clock_nets.png
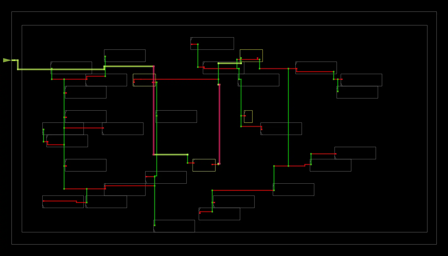
layers.png
Only two layers are drawn.
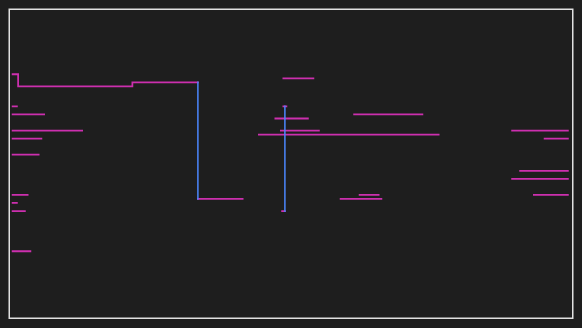
sizing.png
Bar = 20 microns.
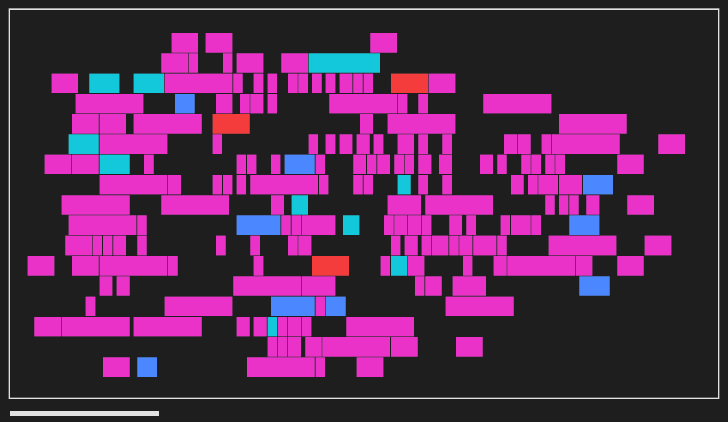
<file path="src/rtl/mmc3_scanline_irq_ctrl.sv">
// MMC3 scanline IRQ controller, fully synchronous to M2.
// Filters PPU A12 rises, decodes $C000-$FFFF writes and clocks the 8-bit scanline counter.
`timescale 1ns/1ps

module mmc3_scanline_irq_ctrl #(
  parameter int FILTER_CYCLES = 3,
  parameter int ALT_IRQ       = 0
) (
  input  logic        m2,
  input  logic        rst_n,
  input  logic        romsel,
  input  logic        cpu_rw_in,
  input  logic [14:0] cpu_addr_in,
  input  logic [7:0]  cpu_data_in,
  input  logic        ppu_a12,
  output logic        irq_n,
  output logic [7:0]  irq_counter,
  output logic        a12_event
);

  localparam logic [2:0] FILTER_MAX = 3'(FILTER_CYCLES);

  // A12 synchroniser and low-time filter
  logic       a12_s1;
  logic       a12_s2;
  logic       a12_s3;
  logic [2:0] low_cnt;
  logic       a12_rise;

  assign a12_rise = a12_s2 && !a12_s3 && (low_cnt == FILTER_MAX);

  always_ff @(posedge m2 or negedge rst_n) begin
    if (!rst_n) begin
      a12_s1  <= 1'b0;
      a12_s2  <= 1'b0;
      a12_s3  <= 1'b0;
      low_cnt <= 3'd0;
    end else begin
      a12_s1 <= ppu_a12;
      a12_s2 <= a12_s1;
      a12_s3 <= a12_s2;
      if (a12_s2) begin
        low_cnt <= 3'd0;
      end else if (low_cnt < FILTER_MAX) begin
        low_cnt <= low_cnt + 3'd1;
      end
    end
  end

  // CPU write decode: one commit on the first edge of a write cycle
  logic       wr_cond;
  logic       wr_prev;
  logic       commit;
  logic [2:0] reg_sel;
  logic       wr_latch;
  logic       wr_reload;
  logic       wr_disable;
  logic       wr_enable;
  logic       unused_addr;

  assign wr_cond     = !romsel && !cpu_rw_in;
  assign commit      = wr_cond && !wr_prev;
  assign reg_sel     = {cpu_addr_in[14], cpu_addr_in[13], cpu_addr_in[0]};
  assign wr_latch    = commit && (reg_sel == 3'b100);
  assign wr_reload   = commit && (reg_sel == 3'b101);
  assign wr_disable  = commit && (reg_sel == 3'b110);
  assign wr_enable   = commit && (reg_sel == 3'b111);
  assign unused_addr = ^cpu_addr_in[12:1];

  // Counter clocking and IRQ decision
  logic [7:0] latch;
  logic [7:0] counter;
  logic       reload;
  logic       enabled;
  logic       reload_now;
  logic [7:0] ctr_clocked;
  logic       alt_ok;
  logic       fire;

  assign reload_now  = (counter == 8'd0) || reload;
  assign ctr_clocked = reload_now ? latch : (counter - 8'd1);
  assign alt_ok      = (ALT_IRQ == 0) || (counter != 8'd0) || reload;
  // A coincident $C001 write overrides the clock, so it must also suppress the IRQ.
  assign fire        = a12_rise && !wr_reload && enabled && (ctr_clocked == 8'd0) && alt_ok;

  always_ff @(posedge m2 or negedge rst_n) begin
    if (!rst_n) begin
      wr_prev   <= 1'b0;
      a12_event <= 1'b0;
      latch     <= 8'd0;
      counter   <= 8'd0;
      reload    <= 1'b0;
      enabled   <= 1'b0;
      irq_n     <= 1'b1;
    end else begin
      wr_prev   <= wr_cond;
      a12_event <= a12_rise;

      if (wr_latch) begin
        latch <= cpu_data_in;
      end

      if (wr_reload) begin
        counter <= 8'd0;
        reload  <= 1'b1;
      end else if (a12_rise) begin
        counter <= ctr_clocked;
        reload  <= 1'b0;
      end

      if (wr_disable) begin
        enabled <= 1'b0;
        irq_n   <= 1'b1;
      end else begin
        if (wr_enable) begin
          enabled <= 1'b1;
        end
        if (fire) begin
          irq_n <= 1'b0;
        end
      end
    end
  end

  assign irq_counter = counter;

endmodule

</file>
<file path="config.mk">
export PLATFORM = sky130hd
export DESIGN_NAME = mmc3_scanline_irq_ctrl
export DESIGN_NICKNAME = d
export VERILOG_FILES = /design/src/rtl/mmc3_scanline_irq_ctrl.sv
export SDC_FILE = /design/constraint.sdc
export NUM_CORES = 1
export LEC_CHECK = 0
export ABC_AREA = 1
export CELL_PAD_IN_SITES_DETAIL_PLACEMENT = 0
export CELL_PAD_IN_SITES_GLOBAL_PLACEMENT = 1
export CORE_AREA = 2 2 93 50
export CTS_CLUSTER_SIZE = 30
export DETAILED_ROUTE_END_ITERATION = 10
export DIE_AREA = 0 0 95 52
export GPL_ROUTABILITY_DRIVEN = 0
export PLACE_DENSITY = 0.74
export SLEW_MARGIN = 5
export SYNTH_ARGS = -nofsm -noshare
export SYNTH_HDL_FRONTEND = slang
export SYNTH_SLANG_ARGS = --single-unit
</file>
<file path="constraint.sdc">
create_clock -name m2 -period 2.05 [get_ports m2]
set_input_delay 0.3075 -clock m2 [delete_from_list [all_inputs] [get_ports m2]]
set_output_delay 0.3075 -clock m2 [all_outputs]
set_load 0.01 [all_outputs]
</file>
==> results.txt <==
The flow run is done. Number of rows created at floorplan landed at 17. The total overflow left after global routing is 0. Synthesis inferred 27 register bits. Overall power of the completed layout landed at between 2 and 2.5 mW. Top-area cell type share of the netlist area landed at about 47%.

Placeable core area landed at between 4000 and 5000 sq um. Number of standard cells after synthesis landed at between 150 and 200. Dividing the final minimum period by the clock period gives between 80% and 90%. The most used flip-flop cell after synthesis is dfrtp_1. The worst setup path is captured at a flop.

Filler-free cell count of the finished design landed at 252. In the post-synthesis netlist, the cell with the most instances is nand2_1. Yosys reports that the most numerous cell types are nand2_1, dfrtp_1, inv_1, nor2_1, nand3_1.

After clock tree synthesis, the setup repair step added 0 buffers. The synthesis report lists the most area-consuming cells as dfrtp_1, nand2_1, inv_1, nor2_1, nand3_1. Starting utilization of the core area landed at approximately a third. TritonCTS built the clock tree. Cell count listed in synth_stat.txt landed at 164.

Wire length reported by the detailed router landed at approximately 3200 microns. Number of port buffers landed at 25. At the worst endpoint, the arrival time is between 2 and 2.5 ns. After floorplanning, the die was sized to cover 4940 sq um.

Total number of warnings across the stage logs landed at 39. In the final report, the number of endpoints failing setup comes to 0. The run finished with clean final reports. Gates resized during post-CTS repair numbered 0. The iteration count recorded for the first detailed-route pass is 4. Worst IR drop on VDD landed at between 0.0003 and 0.0004 V. Yosys printed 0 warnings. The via count of the first global-routing pass is ~1.1k. Per the slew report, the remaining headroom to the max-slew limit stands at between 70% and 80%.

Post-synthesis sequential area ratio landed at between 40% and 50%. Aggregate negative setup slack landed at 0 ns. Yosys stat chip area landed at around 1400 sq um. Met1 global-route usage landed at 21.0%.

The die is about 95 microns wide.
About clock_nets.png:
clock latency on the worst-skew pair: 0.28 ns
Worst Skew: 0.00306 ns
Clock buffer cells: 3
clock group total power: 0.309 mW

About layers.png:
M4: in blue, wire length 37.4 microns. M3: in magenta, wire length 183 microns.
Routed wire per std cell: 12.7 microns
aggregate global-route resource usage: 14.6%

About sizing.png:
x6 and larger: in red, cells 3, most used clkbuf_8. x1 and smaller: in magenta, cells 173, most used nand2_1. x2: in cyan, cells 10, most used mux2_2. x3 and x4: in blue, cells 9.
area growth from synthesis to layout: 27.7%
crit path setup slack, layout: 0.260 ns
final instance area: 1780 sq um

layout make-up:
class,instances,area (sq um)
clock buffer,3,41.3
clock inverter,1,5.00
fill,423,2410
inverter,26,97.6
multi-input combinational,110,613
sequential,27,677
tap,57,71.3
timing repair buffer,28,273
logic make-up after synthesis:
family                   after synthesis  share of synthesized area, %
multiplexers                           4                          3.23
buffers and inverters                 27                          7.37
AND-OR/OR-AND                         25                          10.6
AND/OR/NAND/NOR                       75                          25.3
adder cells (fa/ha/maj)                4                          3.59
XOR/XNOR                               2                          1.26
flip-flops                            27                          48.6
worst max-delay path: cells and delay by family (launching register included):
| family | cells | cell delay, ns |
|---|---|---|
| flip-flops | 1 | 0.43 |
| buffers and inverters | 1 | 0.14 |
| AND/OR/NAND/NOR | 8 | 0.73 |
| AND-OR/OR-AND | 1 | 0.27 |
| adder cells (fa/ha/maj) | 1 | 0.16 |
stage by stage:
stage          utilization, %  setup WS (ns)  hold slack, ns
4_1_cts                  42.4          0.264           0.358
3_5_place_dp             41.3          0.283           0.336
5_1_grt                  42.4         0.0620           0.364
3_3_place_gp             41.3          0.310           0.332
2_1_floorplan               -          0.499          0.0119
6_report                 42.4          0.260           0.356
registers in the layout, indices dropped and copies added, names as in the netlist:
name         flops
a12_event        1
a12_s1           1
a12_s2           1
a12_s3           1
enabled          1
irq_counter      8
irq_n            1
latch            8
low_cnt          3
reload           1
wr_prev          1
per-layer routing:
layer	vias to the layer above	wire length, microns
li1	587	-
met1	546	1670
met2	32	1310
met3	4	182
met4	0	37
met5	-	0
report_power, final:
part / total (mW) / switching [mW] / internal (mW)
combinational: 1.26 / 0.746 / 0.514
sequential: 0.820 / 0.138 / 0.682
clock: 0.309 / 0.172 / 0.137
total: 2.39 / 1.06 / 1.33
cells in the final DEF (no fill, tap or decap), types with 4 or more instances in the layout:
| cell | synthesis | routed |
|---|---|---|
| clkdlybuf4s50_1 | 0 | 25 |
| nand3_1 | 12 | 12 |
| nor2_1 | 17 | 17 |
| inv_1 | 25 | 25 |
| a21oi_1 | 10 | 10 |
| dfrtp_1 | 26 | 26 |
| ha_1 | 4 | 4 |
| mux2_2 | 4 | 4 |
| o21ai_0 | 6 | 6 |
| o22ai_1 | 4 | 4 |
| nand2_1 | 35 | 35 |
worst max-delay path by stage:
stage                    startpoint    end  slack [ns]  cells past startpoint
floorplan            irq_counter[0]  irq_n        0.50                     12
global placement    cpu_addr_in[14]  irq_n        0.31                     11
detailed placement   irq_counter[0]  irq_n        0.28                     11
CTS                  irq_counter[0]  irq_n        0.26                     11
global route         irq_counter[0]  irq_n        0.06                     11
finish               irq_counter[0]  irq_n        0.26                     11
Power figures rest on the tool's default switching activity, not on a simulated workload.
